<file path="src/rtl/contador_ud_pulsos_pkg.sv">
// -----------------------------------------------------------------------------
// contador_ud_pulsos_pkg
// Shared constants for the up/down pulse counter and the display stage that
// consumes its count.
//   - mode_e     : behaviour at the count limits (wrap or saturate)
//   - op_e       : decoded per-cycle action of the counter
//   - DEF_WIDTH  : default counter width
//   - DEF_LIMIT  : default upper count limit
// -----------------------------------------------------------------------------
package contador_ud_pulsos_pkg;

    // iSat encoding: 0 = wrap around at the limits, 1 = stick at the limits
    typedef enum logic {
        MODE_WRAP = 1'b0,
        MODE_SAT  = 1'b1
    } mode_e;

    // What the counter does in a given cycle, after priority resolution
    typedef enum logic [1:0] {
        OP_HOLD = 2'd0,
        OP_LOAD = 2'd1,
        OP_INC  = 2'd2,
        OP_DEC  = 2'd3
    } op_e;

    localparam int DEF_WIDTH = 8;
    localparam int DEF_LIMIT = 255;

endpackage : contador_ud_pulsos_pkg

</file>
<file path="src/rtl/contador_ud_pulsos.sv">
// -----------------------------------------------------------------------------
// contador_ud_pulsos
// Up/down counter driven by single-cycle increment/decrement pulses (one
// positive-edge detector per push-button upstream). The count runs from 0 to
// LIMIT, with selectable wrap/saturate behaviour at both ends, a clamped
// synchronous load, and one-cycle overflow/underflow strobes.
//
// Parameters
//   WIDTH  : counter width in bits
//   LIMIT  : maximum count value (1 .. 2^WIDTH-1); minimum is always 0
//
// Ports
//   iClk    in   system clock, rising edge
//   iReset  in   synchronous active-high reset (highest priority)
//   iInc    in   increment pulse
//   iDec    in   decrement pulse
//   iLoad   in   synchronous load strobe (beats iInc/iDec)
//   iData   in   load value, clamped to LIMIT
//   iSat    in   0 = wrap at limits, 1 = saturate at limits
//   oCount  out  registered count
//   oAtMax  out  oCount == LIMIT
//   oAtMin  out  oCount == 0
//   oOvf    out  one-cycle strobe: increment attempted at LIMIT
//   oUnf    out  one-cycle strobe: decrement attempted at 0
// -----------------------------------------------------------------------------
module contador_ud_pulsos
    import contador_ud_pulsos_pkg::*;
#(
    parameter int WIDTH = DEF_WIDTH,
    parameter int LIMIT = DEF_LIMIT
) (
    input  logic             iClk,
    input  logic             iReset,
    input  logic             iInc,
    input  logic             iDec,
    input  logic             iLoad,
    input  logic [WIDTH-1:0] iData,
    input  logic             iSat,
    output logic [WIDTH-1:0] oCount,
    output logic             oAtMax,
    output logic             oAtMin,
    output logic             oOvf,
    output logic             oUnf
);

    localparam logic [WIDTH-1:0] LIM  = LIMIT[WIDTH-1:0];
    localparam logic [WIDTH-1:0] ONE  = {{(WIDTH-1){1'b0}}, 1'b1};
    localparam logic [WIDTH-1:0] ZERO = '0;

    logic [WIDTH-1:0] r_count;
    logic             r_ovf;
    logic             r_unf;

    op_e              w_op;
    logic [WIDTH-1:0] w_count_nxt;
    logic             w_ovf_nxt;
    logic             w_unf_nxt;
    logic             w_at_max;
    logic             w_at_min;

    // Limits are compared against LIMIT, not the all-ones value, so the
    // +1/-1 below never carries or borrows out of the register.
    assign w_at_max = (r_count == LIM);
    assign w_at_min = (r_count == ZERO);

    always_comb begin
        w_op        = OP_HOLD;
        w_count_nxt = r_count;
        w_ovf_nxt   = 1'b0;
        w_unf_nxt   = 1'b0;

        // Load beats pulses; simultaneous inc+dec cancel out to a hold.
        if (iLoad)
            w_op = OP_LOAD;
        else if (iInc && !iDec)
            w_op = OP_INC;
        else if (iDec && !iInc)
            w_op = OP_DEC;

        case (w_op)
            OP_LOAD: begin
                w_count_nxt = (iData > LIM) ? LIM : iData;
            end
            OP_INC: begin
                if (w_at_max) begin
                    w_ovf_nxt   = 1'b1;
                    w_count_nxt = (iSat == MODE_SAT) ? LIM : ZERO;
                end else begin
                    w_count_nxt = r_count + ONE;
                end
            end
            OP_DEC: begin
                if (w_at_min) begin
                    w_unf_nxt   = 1'b1;
                    w_count_nxt = (iSat == MODE_SAT) ? ZERO : LIM;
                end else begin
                    w_count_nxt = r_count - ONE;
                end
            end
            default: begin
                w_count_nxt = r_count;
            end
        endcase
    end

    always_ff @(posedge iClk) begin
        if (iReset) begin
            r_count <= ZERO;
            r_ovf   <= 1'b0;
            r_unf   <= 1'b0;
        end else begin
            r_count <= w_count_nxt;
            r_ovf   <= w_ovf_nxt;
            r_unf   <= w_unf_nxt;
        end
    end

    assign oCount = r_count;
    assign oAtMax = w_at_max;
    assign oAtMin = w_at_min;
    assign oOvf   = r_ovf;
    assign oUnf   = r_unf;

endmodule : contador_ud_pulsos

</file>
<file path="config.mk">
export PLATFORM = sky130hd
export DESIGN_NAME = contador_ud_pulsos
export DESIGN_NICKNAME = d
export VERILOG_FILES = /design/src/rtl/contador_ud_pulsos_pkg.sv /design/src/rtl/contador_ud_pulsos.sv
export SDC_FILE = /design/constraint.sdc
export NUM_CORES = 1
export LEC_CHECK = 0
export ABC_AREA = 1
export CAP_MARGIN = 15
export CORE_ASPECT_RATIO = 0.7
export CORE_UTILIZATION = 45
export CTS_CLUSTER_SIZE = 8
export DETAILED_ROUTE_END_ITERATION = 12
export DONT_BUFFER_PORTS = 1
export PLACE_DENSITY_LB_ADDON = 0.3
export SYNTH_ARGS = -nofsm -noshare
export SYNTH_HDL_FRONTEND = slang
export SYNTH_SLANG_ARGS = --single-unit
</file>
<file path="constraint.sdc">
create_clock -name iClk -period 2.4 [get_ports iClk]
set_clock_uncertainty 0.1 [all_clocks]
set_input_delay 0.36 -clock iClk [delete_from_list [all_inputs] [get_ports iClk]]
set_output_delay 0.36 -clock iClk [all_outputs]
set_load 0.005 [all_outputs]
</file>
### Logic cells by family

Bar = 20 um.
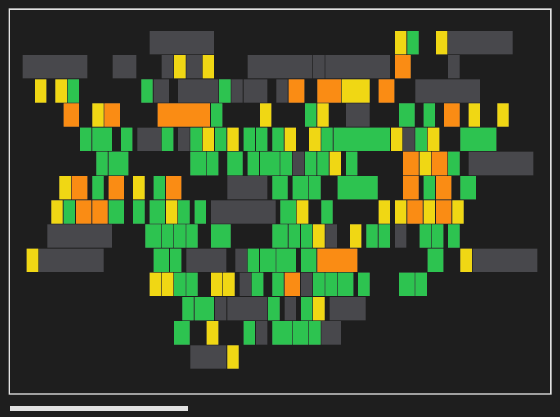
nand cells: in green, cells 88. inv cells: in yellow, cells 40. aoi and oai cells: in orange, cells 21.

==> results.yml <==
# yosys + openroad results
power_and_ir_drop:
  powerComb_uw: 201
  p_leak_uw: 0.000656
  pwr-share-seq: 0.404
floorplan:
  floorplan.die_area_sq_um: 2620
sta:
  timing_worst_slew_pin_value_ns: 0.533
  final_max_slew_viol_count: 0
  crit_path_time_final_ns: 2.07
  hold_viol_final: 0
  setup_violations: 0
global_routing:
  grt_first_pass_wirelength_mm: 4.71
  grt_overflow: 0
  grt_util_met1: 0.341
synthesis:
  ys_dominant_reg_cell: "sky130_fd_sc_hd__dfxtp_1"
  post-synth-top-area-fraction: 0.204
  postSynthRegisterBits: 10
  synth-seq-area-share: 0.184
drt:
  met2RoutedLength_mm: 1.26
  drtPass1Iterations: 4
  top_signal_layer_used: "met4"
worst_setup_path:
  r2r_end: "oCount[3]$_SDFFE_PP0P_"
  arrival_ns: 1.61
  timing.rr.start: "oCount[0]$_SDFFE_PP0P_"
  worstPathRequired_ns: 1.94
  worstPathBufferInverterCount: 1
cts:
  register_clock_pin_slew_on_the_reported_worst_setup_and_hold_paths_ns: 0.07
  worstSkewPairLatency_ns: 0.28
finish:
  nonClockBufferCount: 1
  layout.filler_cells: 232
  comb_area_share: 0.621
  sequential_share_of_cell_area: 0.178
hold_path:
  holdPathStages: 1
  holdPathEnd: "oUnf$_SDFF_PP0_"
status:
  status: "finished clean"
flow_run:
  timing.max_cap.violations: 0
### Supply network

Pins as bars on the die edge. Tap cells in gray.
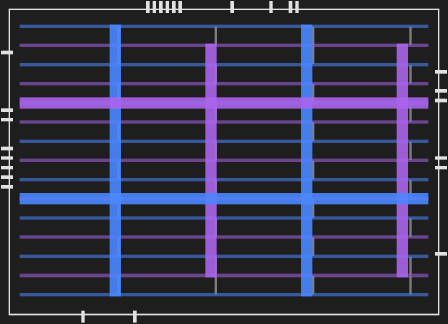
VDD: in purple. VSS: in blue.
2 straps on met5. The core has 14 rows. 32 tap cells. 4 straps on met4. 15 met1 rails follow the rows.
die height: 43.1 um
worst vdd rail ir drop: 0.266 mV
overall die width: 60.7 um
Core Region: 2210 sq um

Power and IR drop assume default switching activity.
